--- src/rtl/irq_timer_bank.sv ---
// irq_timer_bank: NCH programmable periodic interrupt channels behind a small register port.
// Optional IRQ_TIMER_LEGACY_EN: channels 0/1 reset running with the legacy irq[4]/irq[5] cadence.
module irq_timer_bank #(
    parameter int NCH      = 4,
    parameter int CNT_W    = 16,
    parameter int IRQ_W    = 32,
    parameter int IRQ_BASE = 4,
    parameter int ADDR_W   = $clog2(NCH) + 2
) (
    input  logic              clk,
    input  logic              resetn,
    input  logic              cfg_valid,
    output logic              cfg_ready,
    input  logic              cfg_write,
    input  logic [ADDR_W-1:0] cfg_addr,
    input  logic [31:0]       cfg_wdata,
    output logic              cfg_rvalid,
    output logic [31:0]       cfg_rdata,
    input  logic [IRQ_W-1:0]  eoi,
    output logic [IRQ_W-1:0]  irq
);

    if (NCH < 1 || NCH > 8) begin : g_chk_nch
        $error("irq_timer_bank: NCH must be in 1..8");
    end
    if (CNT_W < 1 || CNT_W > 32) begin : g_chk_cnt
        $error("irq_timer_bank: CNT_W must be in 1..32");
    end
    if (IRQ_BASE + NCH > IRQ_W) begin : g_chk_irq
        $error("irq_timer_bank: IRQ_BASE + NCH exceeds IRQ_W");
    end
`ifdef IRQ_TIMER_LEGACY_EN
    if (NCH < 2 || CNT_W < 16) begin : g_chk_legacy
        $error("irq_timer_bank: legacy reset needs NCH >= 2 and CNT_W >= 16");
    end
`endif

    logic [31:0]    w_ch_idx;
    logic [1:0]     w_reg;
    logic           w_wr;
    logic           w_rd;
    logic [NCH-1:0] w_irq_vec;
    logic [NCH-1:0] w_sel_vec;
    logic [31:0]    w_rword [NCH];
    logic [31:0]    w_rd_mux;
    logic           r_rvalid;
    logic [31:0]    r_rdata;
    logic           w_unused;

    assign w_ch_idx  = 32'(cfg_addr) >> 2;
    assign w_reg     = cfg_addr[1:0];
    assign w_wr      = cfg_valid & cfg_write;
    assign w_rd      = cfg_valid & ~cfg_write;
    assign cfg_ready = 1'b1;
    assign w_unused  = ^{cfg_wdata, eoi, w_ch_idx};

    for (genvar n = 0; n < NCH; n++) begin : g_ch
`ifdef IRQ_TIMER_LEGACY_EN
        localparam logic             RST_EN  = (n < 2) ? 1'b1 : 1'b0;
        localparam logic [CNT_W-1:0] RST_PER = (n == 0) ? CNT_W'(32'd8191) :
                                               (n == 1) ? CNT_W'(32'd65535) : {CNT_W{1'b1}};
`else
        localparam logic             RST_EN  = 1'b0;
        localparam logic [CNT_W-1:0] RST_PER = {CNT_W{1'b1}};
`endif
        logic             r_en, r_level, r_oneshot, r_pend, r_irq;
        logic [CNT_W-1:0] r_period, r_count;
        logic [7:0]       r_ovr;
        logic             w_sel, w_wr_ctrl, w_wr_per, w_fire, w_clr, w_lvl_off;
        logic             w_en_nxt, w_pend_nxt, w_irq_nxt;
        logic [7:0]       w_ovr_nxt;
        logic [CNT_W-1:0] w_count_nxt;

        assign w_sel     = (w_ch_idx == 32'(n));
        assign w_wr_ctrl = w_wr & w_sel & (w_reg == 2'd0);
        assign w_wr_per  = w_wr & w_sel & (w_reg == 2'd1);
        assign w_clr     = eoi[IRQ_BASE + n] | (w_wr & w_sel & (w_reg == 2'd3) & cfg_wdata[0]);
        assign w_lvl_off = w_wr_ctrl & r_level & ~cfg_wdata[1];
        // A PERIOD write on the compare edge restarts the count and swallows that fire.
        assign w_fire    = r_en & (r_count == r_period) & ~w_wr_per;

        // Next-state for enable, count and the level-mode pending/overrun status.
        always_comb begin
            w_en_nxt    = r_en;
            w_pend_nxt  = r_pend;
            w_ovr_nxt   = r_ovr;
            w_count_nxt = r_count;
            w_irq_nxt   = 1'b0;

            if (w_wr_ctrl) begin
                w_en_nxt = cfg_wdata[0];
            end else if (w_fire && r_oneshot) begin
                w_en_nxt = 1'b0;
            end else begin
                w_en_nxt = r_en;
            end

            if (w_wr_per || !r_en || !w_en_nxt || w_fire) begin
                w_count_nxt = {CNT_W{1'b0}};
            end else begin
                w_count_nxt = r_count + CNT_W'(1'b1);
            end

            if (w_lvl_off) begin
                w_pend_nxt = 1'b0;
                w_ovr_nxt  = 8'd0;
            end else if (w_fire && r_level) begin
                w_pend_nxt = 1'b1;
                if (w_clr) begin
                    w_ovr_nxt = 8'd0;
                end else if (r_pend && r_ovr != 8'hFF) begin
                    w_ovr_nxt = r_ovr + 8'd1;
                end else begin
                    w_ovr_nxt = r_ovr;
                end
            end else if (w_clr) begin
                w_pend_nxt = 1'b0;
                w_ovr_nxt  = 8'd0;
            end else begin
                w_pend_nxt = r_pend;
                w_ovr_nxt  = r_ovr;
            end

            w_irq_nxt = r_level ? w_pend_nxt : w_fire;
        end

        // Channel state registers.
        always_ff @(posedge clk) begin
            if (!resetn) begin
                r_en      <= RST_EN;
                r_level   <= 1'b0;
                r_oneshot <= 1'b0;
                r_period  <= RST_PER;
                r_count   <= {CNT_W{1'b0}};
                r_pend    <= 1'b0;
                r_ovr     <= 8'd0;
                r_irq     <= 1'b0;
            end else begin
                r_en    <= w_en_nxt;
                r_count <= w_count_nxt;
                r_pend  <= w_pend_nxt;
                r_ovr   <= w_ovr_nxt;
                r_irq   <= w_irq_nxt;
                if (w_wr_ctrl) begin
                    r_level   <= cfg_wdata[1];
                    r_oneshot <= cfg_wdata[2];
                end
                if (w_wr_per) begin
                    r_period <= cfg_wdata[CNT_W-1:0];
                end
            end
        end

        // Register view of this channel for the read port (pre-edge values).
        always_comb begin
            case (w_reg)
                2'd0:    w_rword[n] = {29'd0, r_oneshot, r_level, r_en};
                2'd1:    w_rword[n] = 32'(r_period);
                2'd2:    w_rword[n] = 32'(r_count);
                2'd3:    w_rword[n] = {16'd0, r_ovr, 7'd0, r_pend};
                default: w_rword[n] = 32'd0;
            endcase
        end

        assign w_irq_vec[n] = r_irq;
        assign w_sel_vec[n] = w_sel;
    end

    // Channel select for reads; out-of-range channels leave the result at 0.
    always_comb begin
        w_rd_mux = 32'd0;
        for (int i = 0; i < NCH; i++) begin
            w_rd_mux = w_rd_mux | (w_sel_vec[i] ? w_rword[i] : 32'd0);
        end
    end

    // Read response register, one cycle after the accepted read.
    always_ff @(posedge clk) begin
        if (!resetn) begin
            r_rvalid <= 1'b0;
            r_rdata  <= 32'd0;
        end else begin
            r_rvalid <= w_rd;
            r_rdata  <= w_rd ? w_rd_mux : 32'd0;
        end
    end

    assign cfg_rvalid = r_rvalid;
    assign cfg_rdata  = r_rdata;
    assign irq        = IRQ_W'(w_irq_vec) << IRQ_BASE;

endmodule

--- config.mk ---
export PLATFORM = sky130hd
export DESIGN_NAME = irq_timer_bank
export DESIGN_NICKNAME = d
export VERILOG_FILES = /design/src/rtl/irq_timer_bank.sv
export SDC_FILE = /design/constraint.sdc
export NUM_CORES = 1
export LEC_CHECK = 0
export ABC_CLOCK_PERIOD_IN_PS = 4850
export CORE_UTILIZATION = 55
export DETAILED_ROUTE_END_ITERATION = 8
export PLACE_DENSITY = 0.82
export REMOVE_ABC_BUFFERS = 1
export SLEW_MARGIN = 20
export SYNTH_ARGS = -nofsm -noshare
export SYNTH_HDL_FRONTEND = slang
export SYNTH_SLANG_ARGS = --single-unit
--- constraint.sdc ---
create_clock -name clk -period 4.85 [get_ports clk]
set_clock_uncertainty 0.1 [all_clocks]
set_input_delay 1.455 -clock clk [delete_from_list [all_inputs] [get_ports clk]]
set_output_delay 1.455 -clock clk [all_outputs]
set_load 0.01 [all_outputs]
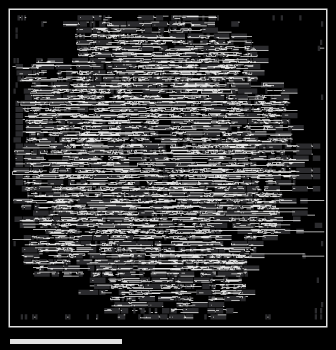
*Metal 1*
Bar = 50 um.
wire length on this layer: 11600 um
longest straight run: 66.7 um

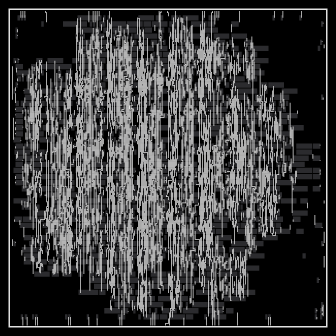
*Signal wires on met2*
nets with wire on the layer: 1097
longest straight run: 56.4 um
share of all routed wire: 45%
wire length on this layer: 13100 um
main direction: vertical

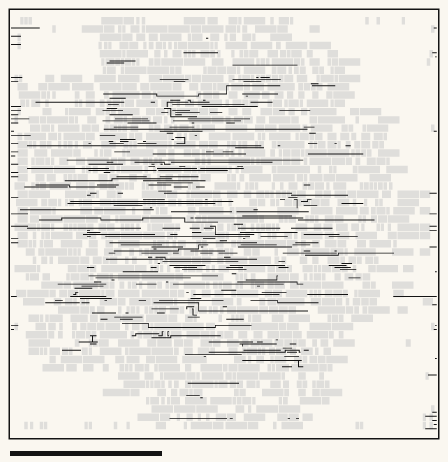
*The metal 3 layer*
Bar = 50 um.
longest straight run: 77.5 um
nets with wire on the layer: 215
wire length on this layer: 2990 um
share of all routed wire: 10%
main direction: horizontal

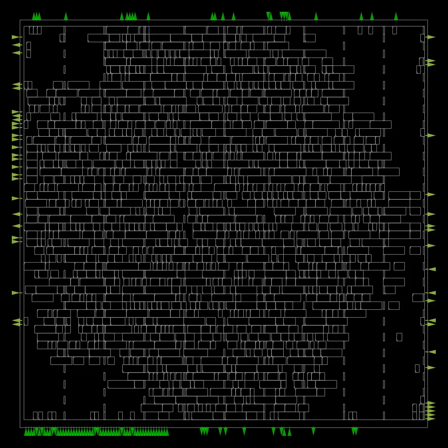
*Placement view*
Final Core Density: 0.621
share of the final layout cell area in sequential cells: 0.337
FILL cells: 1583
Row Count: 50
tap cell instance count: 260

==> Flow_metrics.wiki <==
== Flow metrics ==
{| class="wikitable"
! Metric !! Value
|-
| Number of cells in the yosys synthesis report || 1257
|-
| Result of the run || finished clean
|-
| Number of warning messages in the logs || 69
|-
| DRT Pass-1 Iters || 6
|-
| Avg Cell Area, Syn || 8.44 sq um
|-
| Post-placement cell count || 1514
|-
| Routed vias/inst || 6.11
|-
| CTS tree || done
|-
| Psw || 838 uW
|-
| Post-layout net count || 1353
|-
| Placed cell areas || 11100 sq um
|-
| Portion of total power attributed to sequential cells || 0.483
|-
| Clock tree sinks || 197
|-
| Maximum vdd drop || 0.000269 V
|-
| Nature of the critical path endpoint || flop
|-
| Area of the multi-input gates || 6040 sq um
|-
| I/O pins || 138
|-
| Clock transition time at the flip-flop clock pins of the worst setup and hold paths || 0.07 ns
|-
| Post-detailed-placement half-perimeter wirelength || 21.2 mm
|-
| Average wire length per cell after detail routing || 19.0 um
|-
| ANT nets after route || 0
|-
| Synth Flop Type || dfxtp_1
|-
| Total die size || 19900 sq um
|-
| Critical Setup Path Class || in2reg
|-
| Gr ovfl total || 0
|-
| Post-route non-filler standard cell count || 1546
|-
| Switching share of power || 0.244
|}
==> stage by stage <==
stage,hold slack (ns),setup slack [ns],power [uW]
final,0.388,0.989,3440
after global routing,0.418,0.775,3540
after CTS,0.386,1.07,3440
after detailed placement,0.374,0.614,1990
after global placement,0.370,0.666,1980
after floorplan,0.344,0.268,1830
==> synth_stat cells, drive strengths merged, types with 11 or more instances <==
cell type  instances  area, sq um
nor2             110          413
inv               20         75.1
or4               13         97.6
a22oi             31          233
a21oi             43          215
mux2i             21          210
nand4             24          169
dfxtp            197         3940
o21ai             12         75.1
o31ai             15          113
nand3            108          546
a221oi            22          193
nor3              11         60.1
nand2            194          738
and3              14         88.8
buf               81          558
a211oi            13         97.6
xnor2             39          342
xor2              81          709
clkbuf            42          158
mux2              32          360
and4              14          125
nor4              20          138
==> critical path, cell delays in order <==
cell and delay, ns:
clkdlybuf4s50_1 0.83, buf_4 0.30, nor2_1 0.09, nand2_1 0.10, buf_4 0.23, nand4_2 0.30
o21ai_2 0.59, nor2_1 0.14
==> path summary, 6_finish.rpt <==
kind / from / end / slack (ns) / cells after the start
worst max-delay path: cfg_addr[3] / g_ch[0].r_count[6] / 0.99 / 8
worst min-delay path: g_ch[2].r_oneshot / g_ch[2].r_oneshot / 0.39 / 2
worst max register to register: g_ch[3].r_count[6] / g_ch[3].r_count[6] / 2.47 / 5
worst min register to register: g_ch[2].r_oneshot / g_ch[2].r_oneshot / 0.39 / 2
==> layout make-up <==
type,count,share of cell area
multi-input combinational,960,0.517
inverter,20,0.00642
tap,260,0.0278
clock inverter,10,0.0124
sequential,197,0.337
timing repair buffer,77,0.0580
clock buffer,22,0.0406
==> power groups by stage <==
stage	Sequential [uW]	Combinational, uW	Clock [uW]
detailed placement	1700	290	0
global route	1660	319	1560
finish	1660	302	1480
CTS	1660	292	1490
global placement	1690	287	0
floorplan	1690	143	0
==> registers in the layout, indices dropped and copies added, names as in the netlist <==
register and count:
g_ch.r_count 64, g_ch.r_period 64, g_ch.r_ovr 32, cfg_rdata 16, g_ch.r_en 4, g_ch.r_irq 4
g_ch.r_level 4, g_ch.r_oneshot 4, g_ch.r_pend 4, cfg_rvalid 1
==> layer usage <==
layer  wire, um  vias to the layer above  GRT usage  part of all wire
li1           -                     4396          -                 -
met1      11600                     4421      0.387              0.39
met2      13100                      520      0.460              0.45
met3       2990                      113     0.0744              0.10
met4       1700                        0      0.193             0.058
met5          0                        -          0                 0
==> logic make-up (layout without fill, tap and decap cells) <==
group,count (synthesis),count (layout),synth area share
flops,197,197,0.372
simple gates,549,549,0.251
xor+xnor,120,120,0.0991
mux,61,61,0.0708
buf+inv,143,129,0.0745
fa+ha+maj,8,8,0.00943
compound gates,177,177,0.123
other cells,2,45,0.000708
Power is estimated from default activity; no workload was simulated.
